**src/rtl/mem_stage_pkg.sv**
```systemverilog
// ---------------------------------------------------------------------------
// mem_stage_pkg
// Shared definitions for the MEM pipeline stage: funct3 encodings for loads
// and stores, the access FSM state encoding, and a helper that tells whether
// a funct3 value names a real load/store.
// ---------------------------------------------------------------------------
package mem_stage_pkg;

   // Load funct3 encodings
   localparam logic [2:0] F3_LB  = 3'b000;
   localparam logic [2:0] F3_LH  = 3'b001;
   localparam logic [2:0] F3_LW  = 3'b010;
   localparam logic [2:0] F3_LBU = 3'b100;
   localparam logic [2:0] F3_LHU = 3'b101;

   // Store funct3 encodings
   localparam logic [2:0] F3_SB  = 3'b000;
   localparam logic [2:0] F3_SH  = 3'b001;
   localparam logic [2:0] F3_SW  = 3'b010;

   // Access FSM: IDLE drives the bus straight from the inputs, WAIT replays
   // the latched request until the memory answers.
   typedef enum logic {
      ST_IDLE = 1'b0,
      ST_WAIT = 1'b1
   } state_t;

   function automatic logic f3_is_legal(input logic i_is_store, input logic [2:0] i_funct3);
      if (i_is_store)
         return (i_funct3 == F3_SB) || (i_funct3 == F3_SH) || (i_funct3 == F3_SW);
      else
         return (i_funct3 == F3_LB) || (i_funct3 == F3_LH) || (i_funct3 == F3_LW) ||
                (i_funct3 == F3_LBU) || (i_funct3 == F3_LHU);
   endfunction

endpackage

```
**src/rtl/mem_stage_if.sv**
```systemverilog
// ---------------------------------------------------------------------------
// mem_stage_if
// Data-memory bus between the MEM stage (master) and the data memory (slave).
//   dmem_req   master->slave  access request
//   dmem_we    master->slave  1 = store, 0 = load
//   dmem_addr  master->slave  word-aligned byte address ([1:0] = 0)
//   dmem_wdata master->slave  store data, already replicated onto lanes
//   dmem_be    master->slave  byte enables
//   dmem_ready slave->master  access completes this cycle
//   dmem_rdata slave->master  load data, valid while dmem_ready = 1
// ---------------------------------------------------------------------------
interface mem_stage_if;
   logic        dmem_req;
   logic        dmem_we;
   logic [31:0] dmem_addr;
   logic [31:0] dmem_wdata;
   logic [3:0]  dmem_be;
   logic        dmem_ready;
   logic [31:0] dmem_rdata;

   modport master (
      output dmem_req, dmem_we, dmem_addr, dmem_wdata, dmem_be,
      input  dmem_ready, dmem_rdata
   );

   modport slave (
      input  dmem_req, dmem_we, dmem_addr, dmem_wdata, dmem_be,
      output dmem_ready, dmem_rdata
   );
endinterface

```
**src/rtl/mem_stage_load_extend.sv**
```systemverilog
// ---------------------------------------------------------------------------
// mem_stage_load_extend  (the Load_Extend block of the MEM stage)
// Purely combinational: picks the addressed byte/half/word out of a 32-bit
// memory word and sign- or zero-extends it according to the load funct3.
//   i_rdata    in  32  raw word from data memory
//   i_addr_lo  in  2   byte offset of the access within the word
//   i_funct3   in  3   load type
//   o_value    out 32  extended load result (0 for non-load encodings)
// ---------------------------------------------------------------------------
module mem_stage_load_extend
   import mem_stage_pkg::*;
(
   input  logic [31:0] i_rdata,
   input  logic [1:0]  i_addr_lo,
   input  logic [2:0]  i_funct3,
   output logic [31:0] o_value
);

   logic [31:0] w_shifted;

   // NOTE: every always_comb output gets a default first so no path can
   // leave it unassigned and infer a latch.
   always_comb begin
      // Bring the addressed lane down to bit 0; words are always aligned so
      // LW sees an unshifted word.
      w_shifted = i_rdata >> {i_addr_lo, 3'b000};
      o_value   = '0;
      unique case (i_funct3)
         F3_LB:   o_value = {{24{w_shifted[7]}},  w_shifted[7:0]};
         F3_LH:   o_value = {{16{w_shifted[15]}}, w_shifted[15:0]};
         F3_LW:   o_value = w_shifted;
         F3_LBU:  o_value = {24'h0, w_shifted[7:0]};
         F3_LHU:  o_value = {16'h0, w_shifted[15:0]};
         default: o_value = '0;
      endcase
   end

endmodule

```
**src/rtl/mem_stage.sv**
```systemverilog
// ---------------------------------------------------------------------------
// mem_stage
// MEM pipeline stage: issues loads/stores on the data-memory bus, stalls the
// pipeline while memory is busy, flags misaligned/illegal accesses, and
// registers the writeback fields for the WB stage.
//   clk, reset               clock, synchronous active-high reset
//   valid_MEM .. rd_MEM      instruction fields from EX/MEM
//   dmem (master)            data-memory bus
//   readData, alu_result,
//   MemToReg_WB, RegWrite_WB,
//   rd_WB                    registered WB-side fields
//   stall_MEM                freeze upstream stages
//   misaligned_MEM           registered one-cycle fault pulse
// ---------------------------------------------------------------------------
module mem_stage
   import mem_stage_pkg::*;
(
   input  logic               clk,
   input  logic               reset,
   input  logic               valid_MEM,
   input  logic [31:0]        alu_result_MEM,
   input  logic [31:0]        writeData_MEM,
   input  logic [2:0]         funct3_MEM,
   input  logic               MemRead_MEM,
   input  logic               MemWrite_MEM,
   input  logic               MemToReg_MEM,
   input  logic               RegWrite_MEM,
   input  logic [4:0]         rd_MEM,
   mem_stage_if.master        dmem,
   output logic [31:0]        readData,
   output logic [31:0]        alu_result,
   output logic               MemToReg_WB,
   output logic               RegWrite_WB,
   output logic [4:0]         rd_WB,
   output logic               stall_MEM,
   output logic               misaligned_MEM
);

   state_t      r_state, w_state_nxt;

   logic        w_access, w_is_store, w_aligned, w_ok, w_go, w_fault, w_load_done;
   logic [1:0]  w_off;
   logic [3:0]  w_be;
   logic [31:0] w_wdata, w_ext;
   logic [2:0]  w_ext_f3;
   logic [1:0]  w_ext_off;

   // Request captured on IDLE->WAIT and replayed until dmem_ready
   logic        r_req_we;
   logic [31:0] r_req_addr, r_req_wdata;
   logic [3:0]  r_req_be;
   logic [2:0]  r_req_f3;
   logic [1:0]  r_req_off;

   logic [31:0] r_read_data, r_alu_result;
   logic        r_mem_to_reg, r_reg_write, r_misaligned;
   logic [4:0]  r_rd;

   // ---------------- request decode ----------------
   always_comb begin
      w_off      = alu_result_MEM[1:0];
      w_access   = valid_MEM & (MemRead_MEM | MemWrite_MEM);
      w_is_store = MemWrite_MEM;                 // read+write counts as a store
      unique case (funct3_MEM[1:0])
         2'b00:   w_aligned = 1'b1;
         2'b01:   w_aligned = ~w_off[0];
         2'b10:   w_aligned = (w_off == 2'b00);
         default: w_aligned = 1'b0;
      endcase
      w_ok    = f3_is_legal(w_is_store, funct3_MEM) & w_aligned;
      // New accesses are only accepted from IDLE; in WAIT the upstream stages
      // are frozen and the inputs describe the access already in flight.
      w_go    = (r_state == ST_IDLE) & w_access & w_ok;
      w_fault = (r_state == ST_IDLE) & w_access & ~w_ok;

      // Store lane placement: replicate the datum, enable the addressed lanes
      unique case (funct3_MEM[1:0])
         2'b00: begin
            w_be    = 4'b0001 << w_off;
            w_wdata = {4{writeData_MEM[7:0]}};
         end
         2'b01: begin
            w_be    = 4'b0011 << w_off;
            w_wdata = {2{writeData_MEM[15:0]}};
         end
         default: begin
            w_be    = 4'b1111;
            w_wdata = writeData_MEM;
         end
      endcase
   end

   // ---------------- bus drive and stall ----------------
   always_comb begin
      dmem.dmem_req   = 1'b0;
      dmem.dmem_we    = 1'b0;
      dmem.dmem_addr  = '0;
      dmem.dmem_wdata = '0;
      dmem.dmem_be    = '0;
      if (r_state == ST_IDLE) begin
         dmem.dmem_req   = w_go & ~reset;
         dmem.dmem_we    = w_is_store;
         dmem.dmem_addr  = {alu_result_MEM[31:2], 2'b00};
         dmem.dmem_wdata = w_wdata;
         dmem.dmem_be    = w_be;
      end else begin
         dmem.dmem_req   = ~reset;
         dmem.dmem_we    = r_req_we;
         dmem.dmem_addr  = r_req_addr;
         dmem.dmem_wdata = r_req_wdata;
         dmem.dmem_be    = r_req_be;
      end
   end

   assign stall_MEM   = ~reset & ~dmem.dmem_ready & (w_go | (r_state == ST_WAIT));
   assign w_load_done = ~reset & dmem.dmem_ready &
                        ((w_go & ~w_is_store) | ((r_state == ST_WAIT) & ~r_req_we));

   // ---------------- load extraction ----------------
   assign w_ext_f3  = (r_state == ST_WAIT) ? r_req_f3  : funct3_MEM;
   assign w_ext_off = (r_state == ST_WAIT) ? r_req_off : w_off;

   mem_stage_load_extend u_load_extend (
      .i_rdata   (dmem.dmem_rdata),
      .i_addr_lo (w_ext_off),
      .i_funct3  (w_ext_f3),
      .o_value   (w_ext)
   );

   // ---------------- FSM ----------------
   always_comb begin
      w_state_nxt = r_state;
      unique case (r_state)
         ST_IDLE: if (w_go && !dmem.dmem_ready) w_state_nxt = ST_WAIT;
         ST_WAIT: if (dmem.dmem_ready)          w_state_nxt = ST_IDLE;
         default: w_state_nxt = ST_IDLE;
      endcase
   end

   // NOTE: sequential state uses non-blocking assignments so every register
   // samples pre-edge values regardless of block ordering.
   always_ff @(posedge clk) begin
      if (reset) r_state <= ST_IDLE;
      else       r_state <= w_state_nxt;
   end

   // NOTE: the held request is pure datapath and is only meaningful in WAIT,
   // which reset leaves, so it carries no reset.
   always_ff @(posedge clk) begin
      if (r_state == ST_IDLE && w_go && !dmem.dmem_ready) begin
         r_req_we    <= w_is_store;
         r_req_addr  <= {alu_result_MEM[31:2], 2'b00};
         r_req_wdata <= w_wdata;
         r_req_be    <= w_be;
         r_req_f3    <= funct3_MEM;
         r_req_off   <= w_off;
      end
   end

   // ---------------- WB register ----------------
   always_ff @(posedge clk) begin
      if (reset) begin
         r_read_data  <= '0;
         r_alu_result <= '0;
         r_mem_to_reg <= 1'b0;
         r_reg_write  <= 1'b0;
         r_rd         <= '0;
         r_misaligned <= 1'b0;
      end else begin
         r_misaligned <= w_fault;
         if (stall_MEM) begin
            r_mem_to_reg <= 1'b0;
            r_reg_write  <= 1'b0;
            r_rd         <= '0;
         end else begin
            r_alu_result <= alu_result_MEM;
            r_mem_to_reg <= MemToReg_MEM & valid_MEM;
            r_reg_write  <= RegWrite_MEM & valid_MEM & ~w_fault;
            r_rd         <= valid_MEM ? rd_MEM : 5'd0;
         end
         // Memory data is only trusted in the cycle it is handed over
         if (w_load_done) r_read_data <= w_ext;
      end
   end

   assign readData       = r_read_data;
   assign alu_result     = r_alu_result;
   assign MemToReg_WB    = r_mem_to_reg;
   assign RegWrite_WB    = r_reg_write;
   assign rd_WB          = r_rd;
   assign misaligned_MEM = r_misaligned;

endmodule

```
**src/flat_wrapper.sv**
```systemverilog
// flat-port wrapper written by rule: the top's interface ports become plain ports
module mem_stage_flat import mem_stage_pkg::*;
  (clk, reset, valid_MEM, alu_result_MEM, writeData_MEM, funct3_MEM, MemRead_MEM, MemWrite_MEM, MemToReg_MEM, RegWrite_MEM, rd_MEM, readData, alu_result, MemToReg_WB, RegWrite_WB, rd_WB, stall_MEM, misaligned_MEM, dmem_dmem_req, dmem_dmem_we, dmem_dmem_addr, dmem_dmem_wdata, dmem_dmem_be, dmem_dmem_ready, dmem_dmem_rdata);
  mem_stage_if dmem_i ();
  input  logic clk;
  input  logic reset;
  input  logic valid_MEM;
  input  logic [31:0] alu_result_MEM;
  input  logic [31:0] writeData_MEM;
  input  logic [2:0] funct3_MEM;
  input  logic MemRead_MEM;
  input  logic MemWrite_MEM;
  input  logic MemToReg_MEM;
  input  logic RegWrite_MEM;
  input  logic [4:0] rd_MEM;
  output logic [31:0] readData;
  output logic [31:0] alu_result;
  output logic MemToReg_WB;
  output logic RegWrite_WB;
  output logic [4:0] rd_WB;
  output logic stall_MEM;
  output logic misaligned_MEM;
  output wire logic [$bits(dmem_i.dmem_req)-1:0] dmem_dmem_req;
  output wire logic [$bits(dmem_i.dmem_we)-1:0] dmem_dmem_we;
  output wire logic [$bits(dmem_i.dmem_addr)-1:0] dmem_dmem_addr;
  output wire logic [$bits(dmem_i.dmem_wdata)-1:0] dmem_dmem_wdata;
  output wire logic [$bits(dmem_i.dmem_be)-1:0] dmem_dmem_be;
  input wire logic [$bits(dmem_i.dmem_ready)-1:0] dmem_dmem_ready;
  input wire logic [$bits(dmem_i.dmem_rdata)-1:0] dmem_dmem_rdata;
  assign dmem_dmem_req = dmem_i.dmem_req;
  assign dmem_dmem_we = dmem_i.dmem_we;
  assign dmem_dmem_addr = dmem_i.dmem_addr;
  assign dmem_dmem_wdata = dmem_i.dmem_wdata;
  assign dmem_dmem_be = dmem_i.dmem_be;
  assign dmem_i.dmem_ready = dmem_dmem_ready;
  assign dmem_i.dmem_rdata = dmem_dmem_rdata;
  mem_stage u_core (.clk(clk), .reset(reset), .valid_MEM(valid_MEM), .alu_result_MEM(alu_result_MEM), .writeData_MEM(writeData_MEM), .funct3_MEM(funct3_MEM), .MemRead_MEM(MemRead_MEM), .MemWrite_MEM(MemWrite_MEM), .MemToReg_MEM(MemToReg_MEM), .RegWrite_MEM(RegWrite_MEM), .rd_MEM(rd_MEM), .dmem(dmem_i), .readData(readData), .alu_result(alu_result), .MemToReg_WB(MemToReg_WB), .RegWrite_WB(RegWrite_WB), .rd_WB(rd_WB), .stall_MEM(stall_MEM), .misaligned_MEM(misaligned_MEM));
endmodule
```
**config.mk**
```make
export PLATFORM = sky130hd
export DESIGN_NAME = mem_stage_flat
export DESIGN_NICKNAME = d
export VERILOG_FILES = /design/src/rtl/mem_stage_pkg.sv /design/src/rtl/mem_stage_if.sv /design/src/rtl/mem_stage_load_extend.sv /design/src/rtl/mem_stage.sv /design/src/flat_wrapper.sv
export SDC_FILE = /design/constraint.sdc
export NUM_CORES = 1
export LEC_CHECK = 0
export CORE_ASPECT_RATIO = 1.75
export CORE_MARGIN = 4
export CORE_UTILIZATION = 45
export CTS_BUF_LIST = sky130_fd_sc_hd__clkbuf_8
export DETAILED_ROUTE_END_ITERATION = 6
export MAX_ROUTING_LAYER = met4
export PLACE_DENSITY = 0.86
export REMOVE_ABC_BUFFERS = 1
export SLEW_MARGIN = 5
export SYNTH_ARGS = -nofsm -noshare
export SYNTH_HDL_FRONTEND = slang
export SYNTH_SLANG_ARGS = --single-unit
```
**constraint.sdc**
```tcl
create_clock -name clk -period 6.5 [get_ports clk]
set_input_delay 0.65 -clock clk [delete_from_list [all_inputs] [get_ports clk]]
set_output_delay 0.65 -clock clk [all_outputs]
set_load 0.02 [all_outputs]
```
run_1/port_trees.png
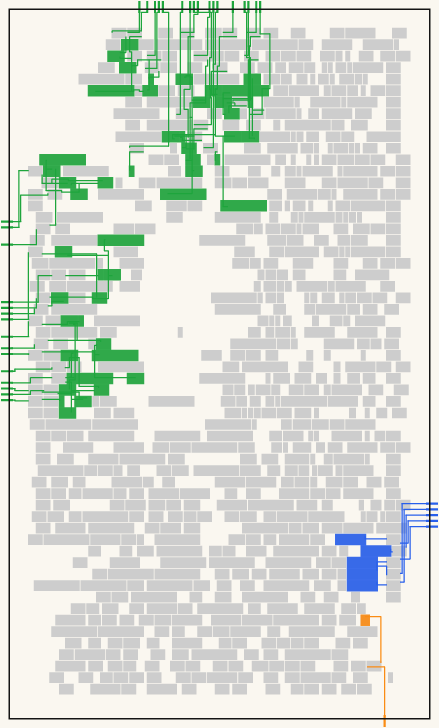
Blue marks rd_WB, bits 5, direction output, end cells 5, wire 103 um. Orange marks MemToReg_MEM, bits 1, direction input, end cells 1, wire 30.4 um. Green marks writeData_MEM, bits 32, direction input, end cells 48, wire 1090 um.
number of port buffers: 252
number of placed I/O pins: 255

run_1/class_map.png
The bar under the picture is 20 um long.
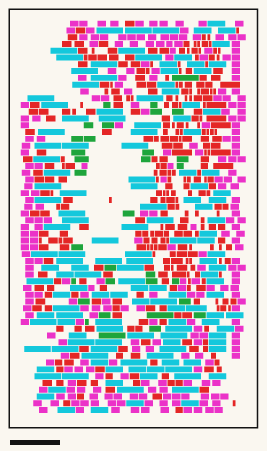
Cyan marks sequential cells, cells 145, share of their area 39%. Red marks remaining logic cells, cells 327, share of their area 29%. Magenta marks remaining buffers and delay cells, cells 260, share of their area 28%. Green marks clock drivers and dummy loads, cells 32, share of their area 4.8%.
share of the final layout cell area in sequential cells: 37.8%
Row Count: 58

==> run notes, run 1 <==
The flow completed. Power density over the cells landed at 229 mW/mm^2. Simple-gate area share of the yosys netlist landed at 6.96%. Global routing used 25.3% of the available met1 tracks. Internal power comes to 1.60 mW. The cell-mix breakdown from Yosys lists the adder-cell area share as 0%. The most common logic cell in the final layout is sky130_fd_sc_hd__clkdlybuf4s50_1. The power report lists the clock group at 0.787 mW.

Looking at the reg2reg group, the worst path starts from u_core.r_state. After layout, the design draws a total of 2.20 mW. Post-cts hold-fix buffer tally landed at 0. Final-layout non-clock buffer area share landed at 26.9%. Sorting the synthesized cells by how often they occur yields 91 x sky130_fd_sc_hd__mux2_2, 73 x sky130_fd_sc_hd__dfxtp_1, 72 x sky130_fd_sc_hd__edfxtp_1, 42 x sky130_fd_sc_hd__nand2_1, 32 x sky130_fd_sc_hd__a22o_1. The worst hold path belongs to the class reg2reg.

Global router's overall resource usage landed at 24.7%. Of all the cell area in the finished design, the clock network holds 4.67%. The design has 145 sequential cells. The final timing report lists clock skew as 16.6 ps. Per the timing report, the biggest fanout along the worst path comes to 33. By area the synthesized netlist is led by sky130_fd_sc_hd__edfxtp_1 33%, sky130_fd_sc_hd__dfxtp_1 22%, sky130_fd_sc_hd__mux2_2 16%, sky130_fd_sc_hd__a22o_1 4.3%, sky130_fd_sc_hd__mux4_2 2.4%. STA classifies the critical path startpoint as a primary input.

For this floorplan the total number of well-tap instances is 180. Count of tool warnings landed at 25. At the pin with the least slew margin, the transition time is 1160 ps. The number of cells on the worst reg-to-reg path is 5. In this run the cell area measured after placement is 0.00915 mm^2. The share of total power dissipated in sequential elements is 45.7%.

After the last flow step, the layout net total stands at 863. TritonCTS built the clock tree. On the final layout, the worst hold slack is 472 ps. Sink count of the clock tree landed at 145. The endpoint of the worst hold path is reported as u_core.readData[14]. Mean instance size in the synthesized netlist landed at 12.8 um^2. Maximum number of pins on one net before global-route repair landed at 89. Final design utilization landed at 67.1%. Per the post-route antenna check, the number of violating nets is 0. Per report_power, the Sequential row totals 1.01 mW. Counting instances, the worst hold path has a depth of 2. The most used flip-flop cell after synthesis is sky130_fd_sc_hd__dfxtp_1. Number of standard cells in the layout, taps in and fillers out landed at 944. Maximum frequency from static timing analysis landed at 0.236 GHz. Complex-gate fraction of the synthesized area landed at 14.2%. Die extent in y landed at 167 um. In this run the cell area of the synthesized design comes to 0.00653 mm^2. Total cells reported by yosys after synthesis landed at 510. For the worst-skew pair, the clock arrives at the later sink with an insertion delay of 440 ps. Clock group share of total power landed at 35.8%. Among cell families on the critical path, the largest total delay comes from buffers and inverters. The tree is rooted in a sky130_fd_sc_hd__clkbuf_8. Floorplan core density landed at 45.7%. Among the non-sequential cells, multiplexers take the most area.

Post-synth tally of flip-flops with integrated enable landed at 72. Clock buffer count landed at 17. The initial antenna violation count came to 0. Counting stages on the worst path, the most repeated cell is sky130_fd_sc_hd__clkdlybuf4s50_1. Clock-pin slew of the registers on the worst-case setup and hold paths landed at 90 ps.

Setup total negative slack landed at 0 ps. In this run the worst setup path terminates at stall_MEM. The via count of the first global-routing pass is 5591. Per the layout area report, the combinational fraction of cell area is 28.2%.

Critical path's largest stage delay landed at 690 ps. After the first detailed-routing iteration, the DRC count stood at 284. Core area landed at 0.0143 mm^2. Multiplexer share of the synthesized area landed at 20.0%. After Yosys synthesis, XOR and XNOR cells account for 0% of the synthesized area. The power report puts the leakage power at 3.41 nW. Routed length per instance landed at 21.6 um. Total grt overflow landed at 0. Across the run, the number of max-cap violations was 0.

Flop-to-flop setup slack landed at 3010 ps. Critical path depth landed at 7. The flow ran to the end, and the final reports show no timing, DRC or antenna violations. Distinct cell type count after synthesis landed at 49. CTS buffer count landed at 17.

Counting the warning lines in the Yosys log gives 0. The largest total area in the synthesized netlist belongs to sky130_fd_sc_hd__edfxtp_1. Per report_power, the top consumer among the power groups is registers. STA classifies the critical path endpoint as an output pin. Multi-input logic area landed at 0.00270 mm^2. Number of synthesized register bits landed at 145. Number of levels in the clock H-tree landed at 4. Async set-or-reset flop fraction in the synthesized netlist landed at 0%.

Leaving out fill and tap cells, the most frequent cells in the layout are 252 x sky130_fd_sc_hd__clkdlybuf4s50_1, 91 x sky130_fd_sc_hd__mux2_2, 72 x sky130_fd_sc_hd__dfxtp_1, 72 x sky130_fd_sc_hd__edfxtp_1, 42 x sky130_fd_sc_hd__nand2_1. Critical path data required time landed at 5850 ps. Area taken by flip-flops and latches landed at 0.00363 mm^2.

Count of fill cells added during filler insertion landed at 1079. Together, buffers and inverters on the worst path number 3. Area share of the largest cell type after synthesis landed at 33.1%. Looking at the gate-level netlist, the highest instance count belongs to sky130_fd_sc_hd__mux2_2. Worst setup timing slack at the placement stage landed at 2310 ps. Yosys stat chip area landed at 0.00653 mm^2. Placed wire-length estimate after detailed placement landed at 15000 um.

The routed layout reports a DRC error count of 0. Count of antenna diodes in the layout landed at 0. In the per-layer summary, the met1 wirelength comes to 7110 um. For the worst min-delay path, the startpoint reported by OpenROAD is u_core.readData[14]. Post-detailed-route via-to-cell ratio landed at 5.71. The floorplan step defined a die boundary enclosing 0.0166 mm^2. By area, the class that comes first in the final layout consists of flip-flops and latches. Setup repair after global routing left no endpoint under its margin.

Detailed routing placed a total of 11000 um of wire on met2. The non-clock inverters instantiated in the layout total 3. Global-route track usage on met2 landed at 43.9%. The detailed placer reported the number of placed instances as 912. Combinational share of power landed at 18.5%. In this run the worst setup path begins at alu_result_MEM[0]. The timing report shows that the slowest cell on the worst path is sky130_fd_sc_hd__clkdlybuf4s50_1. Synthesis produced a netlist whose cell count is 510. The first TritonRoute pass finished after 7 iterations. After clock tree synthesis, the repair step resized 0 gates.

Global routing used 4.38% of the available met3 tracks. Once the clock tree was built, the setup fixing pass inserted 0 buffers. Switching power total landed at 0.600 mW. The worst pin sits at a relative slew slack of 22.8%. The critical path is of the in2out type. Worst voltage drop across the vdd grid landed at 124 uV. For this run, combinational gates with multiple inputs come to 324.

Share of the clock period used by the worst path landed at 65.2%. In this run the horizontal extent of the chip is 99.0 um. The worst register-to-register path ends at u_core.readData[24]. In the Yosys report, the sequential cells make up 55.5% of the chip area. The cell sequence reported for the critical path is clkdlybuf4s50_1, or4_4, a211oi_2, nor2_1, nor3_4, buf_4, clkdlybuf4s50_1. In this run the top signal layer used is met4. The final timing report derives a shortest allowable period of 4240 ps.

Max-slew violation count landed at 0. Setup violations remaining at the end of the flow were counted as 0. Wire segments on met3 add up to 1270 um in the final route. After detailed routing, the total wire length is 20400 um. Of the cells placed in the final design, the portion with a size suffix greater than 1 is 19.5%. Final count of hold timing violations landed at 0. RePlAce ended its routability-driven mode at a weighted congestion of 0.905. First-pass GRT wire length landed at 30900 um. Counting along the longest clock path gives a buffer depth of 2. Per report_power, the Combinational row totals 0.407 mW. The routed layout has 5390 vias. Data arrives at the worst endpoint at 3590 ps. Per the GRT log, the top usage layer is met2.
run_1/sizing.png
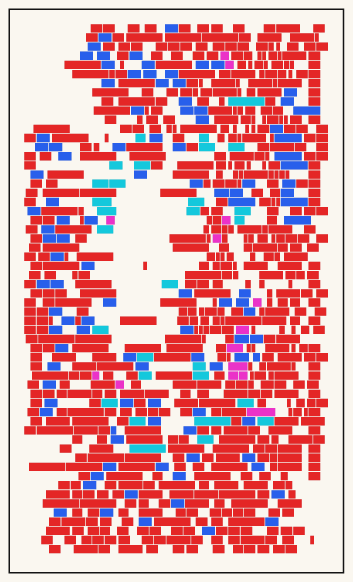
Magenta marks x3 and x4, cells 14. Red marks x1 and smaller, cells 615. Cyan marks x6 and larger, cells 29. Blue marks x2, cells 106.
design area: 0.00960 mm^2
area delta synth->final: 47.0%
post-layout worst setup margin: 2260 ps
Non-clock buffers: 260

==> run 2, diff against run 1 <==
Clock period 6.5 ns to 4 ns, I/O delays scaled along.
run_2/congestion_map.png
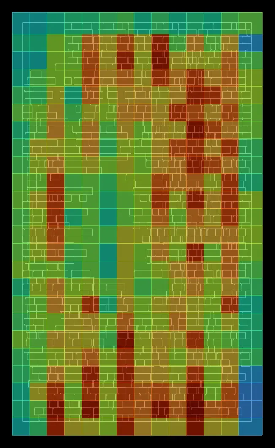
post-route core utilization: 67.4%
most crowded layer after global routing: met2

run_2/route_heat.png
The bar under the picture is 20 um long. 20 x 33 tiles, from dark purple (low) to yellow (high), scaled to the fullest tile. Values are wire area over tile area, all layers added.
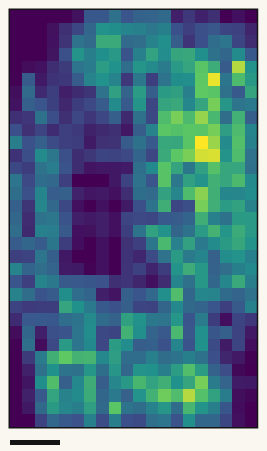
The densest ninth of the die: east. 23% of the tiles are over half the peak. 6.5% of the tiles are nearly empty. The mean over all tiles is 0.20. The fullest tile reaches 0.58.
vias post-DR: 5344
Tot GR Track Use: 24.8%
total length of routed wires: 20200 um

==> run 2 against run 1 <==
Net effect:
- die size stayed put
- first-iteration DRC count is 15% lower
- highest routed layer unchanged
- worst hold slack worse by 3.2 ps
- critical path type unchanged
- largest power group unchanged
==> run notes, run 2 <==
The flow completed. Setup repair after global routing left no endpoint under its margin. Number of synthesized register bits landed at 145. Hold analysis lists the worst path endpoint as u_core.readData[14]. Detailed routing placed a total of 11300 um of wire on met2. The combinational power reported by the tool is 0.664 mW. The repair_antennas step left the layout with diodes totalling 0. Between the synthesized netlist and the finished layout, the area growth was recorded as 47.7%. Number of standard cells in the layout, taps in and fillers out landed at 951. Per the slew report, the remaining headroom to the max-slew limit stands at 26.9%. For this run, the leading register cell type out of synthesis is sky130_fd_sc_hd__dfxtp_1. The biggest area contributor in the post-synthesis netlist is sky130_fd_sc_hd__edfxtp_1.

RePlAce ended its routability-driven mode at a weighted congestion of 0.922. Multi-input combinational gate total landed at 324. CTS buffer count landed at 17.

Count of tool warnings landed at 25. The routed design shows a wire length per standard cell of 21.2 um. The clock passes through at most 2 buffers. Overall power of the completed layout landed at 3.53 mW.

In the global route stage, met1 resource usage came out at 25.8%. Logic depth of the worst register-to-register path landed at 6. The clock network power reported by the tool is 1.24 mW. Number of endpoints failing setup at the final stage landed at 0. Core area landed at 0.0143 mm^2.

Net count reported at finish landed at 870. Placed wire-length estimate after detailed placement landed at 15000 um. Multiplexer share of the synthesized area landed at 20.0%. Total cells reported by yosys after synthesis landed at 510.

After layout, the inverter instance count without clock inverters stands at 3. Flip-flop and latch share of the layout cell area landed at 37.6%. The share of the Yosys chip area taken by registers is 55.5%. Final count of hold timing violations landed at 0. For the worst-skew pair, the clock arrives at the later sink with an insertion delay of 440 ps. In this run the critical register-to-register path is launched from u_core.r_state.

Clock-pin slew of the registers on the worst-case setup and hold paths landed at 90 ps. After layout, the clock buffer instance count stands at 17. Max-slew violation count landed at 0. Flop-to-flop setup slack landed at 980 ps.

The post-placement cell area is 0.00920 mm^2. Iteration-0 DRC count of the detailed router landed at 242. Post-CTS setup buffer count landed at 0. The die is 99.0 um wide. Total of buffers placed on input and output ports landed at 252. In the routed design, unresolved DRC markers number 0.

For this design, the slowest cell found on the critical path is sky130_fd_sc_hd__clkdlybuf4s50_1. For this floorplan the total number of well-tap instances is 180. Power density over the cells landed at 366 mW/mm^2. The global routing report lists met3 layer usage as 4.00%. Critical path's largest stage delay landed at 700 ps. Looking at the area split, the leading class of cells is flip-flops and latches. Warning count from the yosys run landed at 0.

In this design, the critical path's most frequently occurring cell is sky130_fd_sc_hd__clkdlybuf4s50_1. The run finished with clean final reports. The critical path in this run is classified as in2out.

Maximum number of pins on one net before global-route repair landed at 65. Final cell area excluding filler cells landed at 0.00964 mm^2. Maximum frequency from static timing analysis landed at 0.291 GHz. Worst setup timing slack at the placement stage landed at 605 ps. For reference, the top cells by count after synthesis are 91 x sky130_fd_sc_hd__mux2_2, 73 x sky130_fd_sc_hd__dfxtp_1, 72 x sky130_fd_sc_hd__edfxtp_1, 42 x sky130_fd_sc_hd__nand2_1, 32 x sky130_fd_sc_hd__a22o_1. The launch point of the critical path was reported as funct3_MEM[0]. The internal portion of the total power is 2.50 mW. Each instance of the synthesized netlist takes up on average 12.8 um^2. Sorting the synthesized cells by area gives the leading types as sky130_fd_sc_hd__edfxtp_1 33%, sky130_fd_sc_hd__dfxtp_1 22%, sky130_fd_sc_hd__mux2_2 16%, sky130_fd_sc_hd__a22o_1 4.3%, sky130_fd_sc_hd__mux4_2 2.4%. Setup total negative slack landed at 0 ps. The largest share of the power goes to registers. The report lists the number of cells resized after CTS as 0. Number of optimization iterations in the first detailed-route pass landed at 7. The report counts max-capacitance violations totalling 0. STA lists the endpoint of the worst register-to-register path as u_core.readData[22]. Data arrives at the worst endpoint at 3030 ps. The share of total power dissipated in sequential elements is 46.2%.

Number of placement rows landed at 58. The final layout report lists a non-clock buffer count of 267. In the synthesized netlist the async set-or-reset flop fraction comes to 0%.

Switching power total landed at 1.03 mW. TritonCTS built the clock tree. The post-route netlist has 20.2% of its cells at a drive strength greater than 1. Distinct cell type count after synthesis landed at 49. In this run the critical path is formed by clkdlybuf4s50_1, or4_4, a211oi_2, nor2_1, nor3_4, clkdlybuf4s50_1. Checking hold timing, the worst path is listed with class reg2reg. Initial antenna violation count landed at 0. In the hold timing report, the worst path depth is 2. Wire length on met3 landed at 1020 um. By instance count after routing, the leading logic cell types are 252 x sky130_fd_sc_hd__clkdlybuf4s50_1, 91 x sky130_fd_sc_hd__mux2_2, 72 x sky130_fd_sc_hd__dfxtp_1, 72 x sky130_fd_sc_hd__edfxtp_1, 42 x sky130_fd_sc_hd__nand2_1. Per the synthesis report, the XOR/XNOR share of the synthesized area is 0%. In the final layout, the multi-input gates occupy 0.00270 mm^2.

Wire length on met1 landed at 7100 um. Clock tree synthesis selected as its root buffer the cell sky130_fd_sc_hd__clkbuf_8. Hold timing on the final database bottoms out at a slack of 469 ps. Of the total standard cell area in the layout, the multi-input combinational portion is 28.0%. The report puts the hold buffer count at CTS at 0.

Area taken by flip-flops and latches landed at 0.00363 mm^2. The worst hold path begins at u_core.readData[14]. Number of I/O pins landed at 255. The highest layer touched by signal routing is met4. Counting I/O delays and the setup requirement, the final critical path takes 3430 ps.

STA puts the critical path data required time at 3600 ps. Global routing finished with a remaining overflow of 0. Measured along the y axis, the die boundary spans 167 um.
Power figures rest on the tool's default switching activity, not on a simulated workload.
